--- src/rtl/soc_bus_arbiter.sv ---
// soc_bus_arbiter: two-master (fetch I, load/store D) to one-slave bus arbiter.
// Allows one outstanding transaction, uses round-robin arbitration on conflict,
// and returns an error response if the slave does not answer within TIMEOUT
// cycles of WAIT.
module soc_bus_arbiter #(
   parameter int unsigned ADDR_W  = 32,
   parameter int unsigned DATA_W  = 32,
   parameter int unsigned TIMEOUT = 255
) (
   input  logic                clk,
   input  logic                rst,
   // instruction-fetch master
   input  logic                i_valid,
   input  logic [ADDR_W-1:0]   i_addr,
   output logic                i_ready,
   output logic                i_rvalid,
   output logic [DATA_W-1:0]   i_rdata,
   output logic                i_err,
   // load/store master
   input  logic                d_valid,
   input  logic [ADDR_W-1:0]   d_addr,
   input  logic [DATA_W-1:0]   d_wdata,
   input  logic [DATA_W/8-1:0] d_wstrb,
   input  logic                d_we,
   output logic                d_ready,
   output logic                d_rvalid,
   output logic [DATA_W-1:0]   d_rdata,
   output logic                d_err,
   // downstream slave port
   output logic                m_valid,
   output logic [ADDR_W-1:0]   m_addr,
   output logic [DATA_W-1:0]   m_wdata,
   output logic [DATA_W/8-1:0] m_wstrb,
   output logic                m_we,
   input  logic                m_ready,
   input  logic                m_rvalid,
   input  logic [DATA_W-1:0]   m_rdata
);

   localparam int unsigned STRB_W = DATA_W / 8;
   // The counter only has to hold 0..TIMEOUT-1: the error fires on the cycle
   // the count would have reached TIMEOUT.
   localparam int unsigned CNT_W = (TIMEOUT > 1) ? $clog2(TIMEOUT) : 1;
   localparam logic [CNT_W-1:0] CNT_LAST = CNT_W'(TIMEOUT - 1);

   typedef enum logic [1:0] {
      S_IDLE,
      S_ISSUE,
      S_WAIT
   } state_t;

   typedef enum logic {
      OWN_I,
      OWN_D
   } owner_t;

   state_t              state_q, state_d;
   owner_t              last_q, last_d;
   owner_t              owner_q, owner_d;
   logic [ADDR_W-1:0]   addr_q, addr_d;
   logic [DATA_W-1:0]   wdata_q, wdata_d;
   logic [STRB_W-1:0]   wstrb_q, wstrb_d;
   logic                we_q, we_d;
   logic [CNT_W-1:0]    cnt_q, cnt_d;
   logic                i_rvalid_q, i_rvalid_d;
   logic                i_err_q, i_err_d;
   logic [DATA_W-1:0]   i_rdata_q, i_rdata_d;
   logic                d_rvalid_q, d_rvalid_d;
   logic                d_err_q, d_err_d;
   logic [DATA_W-1:0]   d_rdata_q, d_rdata_d;
   logic                grant_i, grant_d;

   // Round-robin pick: on conflict the requester that did not win last time goes.
   always_comb begin
      grant_i = i_valid && (!d_valid || (last_q == OWN_D));
      grant_d = d_valid && !grant_i;
      i_ready = (state_q == S_IDLE) && grant_i;
      d_ready = (state_q == S_IDLE) && grant_d;
   end

   // Next-state, request latching, watchdog counting and response generation.
   always_comb begin
      state_d    = state_q;
      last_d     = last_q;
      owner_d    = owner_q;
      addr_d     = addr_q;
      wdata_d    = wdata_q;
      wstrb_d    = wstrb_q;
      we_d       = we_q;
      cnt_d      = cnt_q;
      i_rvalid_d = 1'b0;
      i_err_d    = 1'b0;
      i_rdata_d  = i_rdata_q;
      d_rvalid_d = 1'b0;
      d_err_d    = 1'b0;
      d_rdata_d  = d_rdata_q;

      case (state_q)
         S_IDLE: begin
            if (i_ready) begin
               owner_d = OWN_I;
               last_d  = OWN_I;
               addr_d  = i_addr;
               wdata_d = '0;
               wstrb_d = '0;
               we_d    = 1'b0;
               state_d = S_ISSUE;
            end else if (d_ready) begin
               owner_d = OWN_D;
               last_d  = OWN_D;
               addr_d  = d_addr;
               wdata_d = d_wdata;
               wstrb_d = d_wstrb;
               we_d    = d_we;
               state_d = S_ISSUE;
            end
         end
         S_ISSUE: begin
            if (m_ready) begin
               state_d = S_WAIT;
               cnt_d   = '0;
            end
         end
         S_WAIT: begin
            // A real response takes priority over the watchdog in the same cycle.
            if (m_rvalid) begin
               state_d = S_IDLE;
               if (owner_q == OWN_I) begin
                  i_rvalid_d = 1'b1;
                  i_rdata_d  = m_rdata;
               end else begin
                  d_rvalid_d = 1'b1;
                  d_rdata_d  = m_rdata;
               end
            end else if (cnt_q == CNT_LAST) begin
               state_d = S_IDLE;
               if (owner_q == OWN_I) begin
                  i_rvalid_d = 1'b1;
                  i_err_d    = 1'b1;
                  i_rdata_d  = '0;
               end else begin
                  d_rvalid_d = 1'b1;
                  d_err_d    = 1'b1;
                  d_rdata_d  = '0;
               end
            end else begin
               cnt_d = cnt_q + CNT_W'(1);
            end
         end
         default: state_d = S_IDLE;
      endcase
   end

   // State and datapath registers; reset drops any in-flight transaction.
   always_ff @(posedge clk) begin
      if (rst) begin
         state_q    <= S_IDLE;
         last_q     <= OWN_D;
         owner_q    <= OWN_I;
         addr_q     <= '0;
         wdata_q    <= '0;
         wstrb_q    <= '0;
         we_q       <= 1'b0;
         cnt_q      <= '0;
         i_rvalid_q <= 1'b0;
         i_err_q    <= 1'b0;
         i_rdata_q  <= '0;
         d_rvalid_q <= 1'b0;
         d_err_q    <= 1'b0;
         d_rdata_q  <= '0;
      end else begin
         state_q    <= state_d;
         last_q     <= last_d;
         owner_q    <= owner_d;
         addr_q     <= addr_d;
         wdata_q    <= wdata_d;
         wstrb_q    <= wstrb_d;
         we_q       <= we_d;
         cnt_q      <= cnt_d;
         i_rvalid_q <= i_rvalid_d;
         i_err_q    <= i_err_d;
         i_rdata_q  <= i_rdata_d;
         d_rvalid_q <= d_rvalid_d;
         d_err_q    <= d_err_d;
         d_rdata_q  <= d_rdata_d;
      end
   end

   // Downstream request is driven straight from the latched registers.
   always_comb begin
      m_valid  = (state_q == S_ISSUE);
      m_addr   = addr_q;
      m_wdata  = wdata_q;
      m_wstrb  = wstrb_q;
      m_we     = we_q;
      i_rvalid = i_rvalid_q;
      i_err    = i_err_q;
      i_rdata  = i_rdata_q;
      d_rvalid = d_rvalid_q;
      d_err    = d_err_q;
      d_rdata  = d_rdata_q;
   end

endmodule

--- config.mk ---
export PLATFORM = sky130hd
export DESIGN_NAME = soc_bus_arbiter
export DESIGN_NICKNAME = d
export VERILOG_FILES = /design/src/rtl/soc_bus_arbiter.sv
export SDC_FILE = /design/constraint.sdc
export NUM_CORES = 1
export LEC_CHECK = 0
export CORE_MARGIN = 4
export CORE_UTILIZATION = 39
export DETAILED_ROUTE_END_ITERATION = 7
export PLACE_DENSITY = 0.79
export SYNTH_ARGS = -nofsm -noshare
export SYNTH_HDL_FRONTEND = slang
export SYNTH_SLANG_ARGS = --single-unit
--- constraint.sdc ---
create_clock -name clk -period 1.98 [get_ports clk]
set_clock_uncertainty 0.1 [all_clocks]
set_input_delay 0.198 -clock clk [delete_from_list [all_inputs] [get_ports clk]]
set_output_delay 0.198 -clock clk [all_outputs]
set_load 0.01 [all_outputs]
==> job_summary.md, run 1 <==
## Synthesis and layout report

| Metric | Value |
|---|---|
| Worst slew pin tran | 567.6 ps |
| Status | complete, no violations |
| Vias in the first global route | 5548 |
| Comb pwr share | 15.1% |
| Mean area per synthesized cell | 9.991 sq um |
| Yosys aoi share | 20.67% |
| Worst VDD drop | 662.3 uV |
| Combinational gate power | 1.19 mW |
| Comb. cell area | 2152 sq um |
| Clk buf depth | 2 |
| Post-synthesis cell area | 5345 sq um |
| NetSw | 1.923 mW |
| Main logic family after synthesis | AND-OR/OR-AND gates |
| Number of cells after detailed placement | 961 |
| WHS Path Cells | 2 |
| Total congestion overflow | 0 |
| Final hold slack | 143.0 ps |
| Top cells by area | dfxtp_1 (56%), a32o_1 (12%), nor2_1 (9.6%), a22oi_1 (5.2%), nor4_1 (3.7%) |
| Yosys Warn Count | 0 |
| Max Cap Viol | 0 |
| Synth mux share | 0% |
| Seq power | 3.22 mW |
| # H-tree levels | 4 |
| CTS Hold Bufs | 0 |
| Max Clock Freq | 546.9 MHz |
| Post-CTS Setup Bufs | 0 |
| Hold Path Origin | rst |
| Unique cell types | 43 |
| Ports | 279 |
| Simple share | 18.07% |
| Total core area | 13350 sq um |
| P_int | 5.975 mW |
| RR Endpoint | i_rdata[21] |
| FP Rows | 42 |
| Area grow syn2layout | 67.88% |
| Nets | 947 |
| DRC | 0 |
| Ys cells | 535 |
| Pwr dens | 880.1 nW/um^2 |
| Setup Crit Path Kind | flip-flop to flip-flop |
| Clock Pin Slew Worst Setup and Hold Paths | 60 ps |
| Worst-path maximum fanout | 16 |
| Dominant register cell | dfxtp_1 |
| Fp_density | 40.04% |
-- run 1: cell type report --
| type | instances | share of cell area [%] |
|---|---|---|
| tap | 176 | 2.454 |
| antenna | 1 | 0.02789 |
| sequential | 149 | 33.24 |
| inverter | 4 | 0.1673 |
| timing repair buffer | 296 | 32.88 |
| clock inverter | 13 | 2.203 |
| multi-input combinational | 338 | 23.98 |
| clock buffer | 19 | 5.047 |
-- run 1: critical path: stages (launching register included) --
cell,delay (ps)
dfxtp_1,390
ha_1,170
nand4_1,180
o21ai_4,360
a21oi_4,230
a32o_1,270
-- run 1: layout by cell type, fill, tap and decap left out, types with 5 or more instances in the layout --
| cell type | netlist | layout |
|---|---|---|
| clkbuf_16 | 0 | 17 |
| a32o_1 | 64 | 64 |
| nor2_1 | 136 | 136 |
| nor4_1 | 32 | 32 |
| clkdlybuf4s50_1 | 0 | 274 |
| a21oi_1 | 5 | 5 |
| buf_4 | 1 | 14 |
| dfxtp_1 | 149 | 149 |
| a22oi_1 | 37 | 37 |
| nand3_1 | 6 | 6 |
| clkinv_4 | 0 | 6 |
| nand2_1 | 9 | 9 |
-- run 1: layer usage --
layer | GRT usage [%] | up-vias | share of wire [%]
met3 | 9.723 | 35 | 9.7
met4 | 9.311 | 0 | 2.4
met5 | 0 | - | 0
li1 | - | 2529 | -
met2 | 40.21 | 252 | 50
met1 | 24.91 | 2581 | 38
-- run 1: timing repair --
| action | in CTS | in global routing |
|---|---|---|
| endpoints found under the setup margin | 17 | 32 |
| cloned | 2 | 0 |
| pin swaps | 2 | 0 |
| resized | 4 | 4 |
**Run 1: a small window of the routed layout**

Bar = 5 microns. Region (53, 78) to (73, 98) microns. Cells in grey, sequential cells in the stronger grey; small squares are vias.
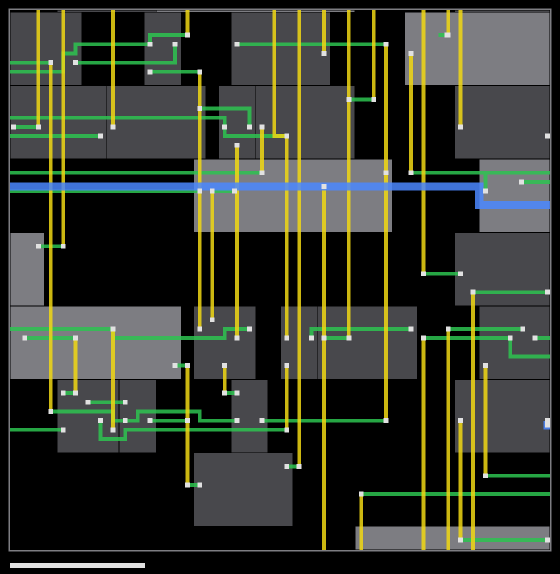
Green stands for metal 1. Yellow stands for metal 2. Blue stands for metal 3.
Most frequent: clkdlybuf4s50_1 (10), nor2_1 (5), dfxtp_1 (3). Netlist names of flops here include `m_addr` (2), `i_rdata` (1). 21 logic cells have their middle in the window. Sequential cells in the window: 3.

**Run 1: register map, names as in the netlist**

Bar = 50 microns. Other sequential cells in the stronger grey, the rest of the logic in the fainter grey.
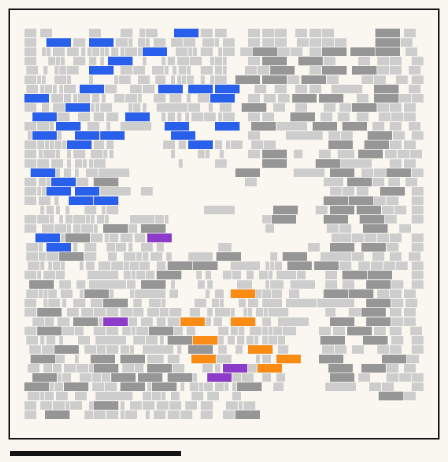
Blue stands for `m_addr`, sequential cells 32. Purple stands for `m_wstrb`, sequential cells 4, where bottom middle. Orange stands for `cnt_q`, sequential cells 8, where bottom middle.
Another 105 sequential cells are not coloured.
Storage cell area: 2983 sq um
fraction of area in registers: 33.24%

**Run 1: metal layers overlaid**

Bar = 50 microns.
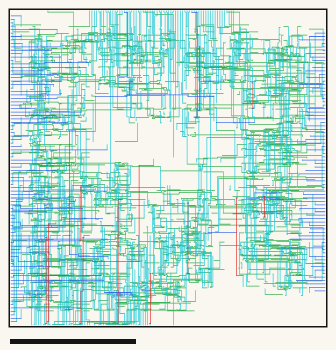
Cyan stands for metal 2, wire length 9380 microns. Green stands for metal 1, wire length 7220 microns. Blue stands for metal 3, wire length 1830 microns. Red stands for metal 4, wire length 460 microns.
WL/cell: 18.97 microns
Vias: 5397
routed wire length: 18.89 mm
total track usage: 23.14%

**Run 1: selected gate families**

Bar = 50 microns.
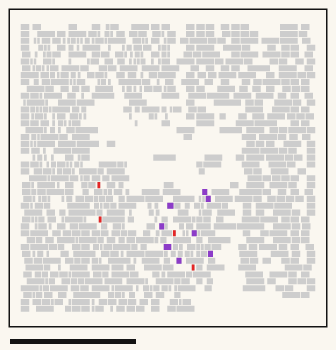

## Run 2: what changed since run 1
==> constraint.sdc (replaced) <==
create_clock -name clk -period 1.98 [get_ports clk]
set_clock_uncertainty 0.1 [all_clocks]
set_input_delay 0.396 -clock clk [delete_from_list [all_inputs] [get_ports clk]]
set_output_delay 0.396 -clock clk [all_outputs]
set_load 0.01 [all_outputs]
**Run 2: selected gate families**

Bar = 50 microns.
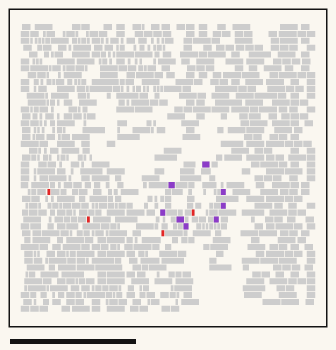
Purple stands for AND and OR gates, cells 8. Red stands for inverters, cells 4.

==> job_summary.md, run 2 <==
## Synthesis and layout report

| Metric | Value |
|---|---|
| Status | complete, no violations |
| RR Endpoint | i_rdata[5] |
| Vias in the first global route | 5469 (-1.4%) |
| NetSw | 1.917 mW (-0.31%) |
| WHS Path Cells | 3 (+1) |
| P_int | 5.870 mW (-1.8%) |
| Comb pwr share | 15.5% (+0.4 points) |
| Top cells by area | dfxtp_1 (56%), a32o_1 (12%), nor2_1 (9.6%), a22oi_1 (5.2%), nor4_1 (3.7%) |
| Vias | 5426 (+0.54%) |
| Hold Path Origin | rst |
| Ports | 279 (unchanged) |
| Crit path max-delay family | buffers and inverters |
| CTS Hold Bufs | 0 (unchanged) |
| Pwr dens | 863.5 nW/um^2 (-1.9%) |
| FP Rows | 42 (unchanged) |
| Mean area per synthesized cell | 9.991 sq um (unchanged) |
| Total congestion overflow | 0 (unchanged) |
| Unique cell types | 43 (unchanged) |
| Total track usage | 22.37% (-0.77 points) |
| Nets | 953 (+0.63%) |
| Max Cap Viol | 0 (unchanged) |
**Run 2: register map, names as in the netlist**

Bar = 50 microns. Other sequential cells in the stronger grey, the rest of the logic in the fainter grey.
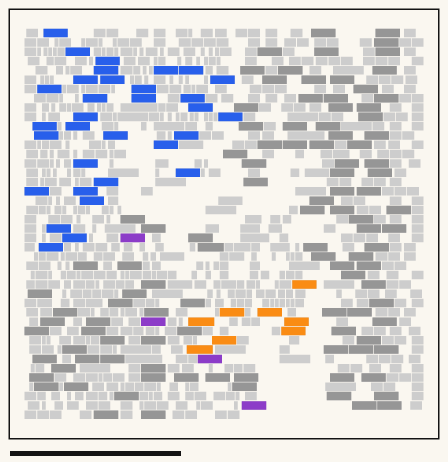
fraction of area in registers: 33.12%
utilization after layout: 67.56%
Storage cell area: 2987 sq um
Seq power: 3.22 mW

-- run 2: tightest hold or removal path, cell delays in order --
cell and delay, ps:
buf_2 120, buf_12 150, a21oi_1 50
-- run 2: through the flow --
step	area [sq um]	TNS (ps)
finish	9017	0
CTS	8989	0
global route	9017	-178.1
global placement	8353	-9333
floorplan	5345	0
detailed placement	8353	-10950
-- run 2: cell type report --
type	count	area, sq um	area share (%)
timing repair buffer	304	3030	33.61
clock buffer	19	452.9	5.023
clock inverter	13	172.7	1.915
tap	176	220.2	2.442
sequential	149	2987	33.12
multi-input combinational	336	2140	23.73
inverter	4	15.01	0.1665
-- run 2: kinds of logic after synthesis --
logic type | count (synthesis) | synth area share (%)
and+or+nand+nor | 208 | 18.07
DFF | 149 | 55.81
AOI/OAI and AO/OA | 126 | 20.67
buffers and inverters | 50 | 4.986
adders and majority gates | 2 | 0.4681
-- run 2: power by group through the flow --
| stage | logic (mW) | registers, mW | clock network (mW) |
|---|---|---|---|
| 4_1_cts | 1.22 | 3.22 | 3.43 |
| 6_report | 1.21 | 3.22 | 3.36 |
| 2_1_floorplan | 0.420 | 3.34 | 0 |
| 3_3_place_gp | 1.18 | 3.27 | 0 |
| 5_1_grt | 1.29 | 3.24 | 3.58 |
| 3_5_place_dp | 1.20 | 3.28 | 0 |
-- run 2: routing by layer --
metal  share of wire, %  up-vias  GRT usage [%]  wire length [microns]
met5                  0        -              0                      0
met1                 38     2592          24.62                   6879
met2                 48      266          36.67                   8680
met3                 11       38          10.75                   1977
met4                3.0        0          10.14                    539
li1                   -     2530              -                      -
-- run 2: what timing repair did --
item / in CTS / in global routing
resized: 5 / 12
endpoints found under the hold margin: 0 / 0
pin swaps: 1 / 4
setup buffers: 1 / 0
setup endpoints to repair: 3 / 66
cloned: 0 / 0
Power is estimated from default activity; no workload was simulated.
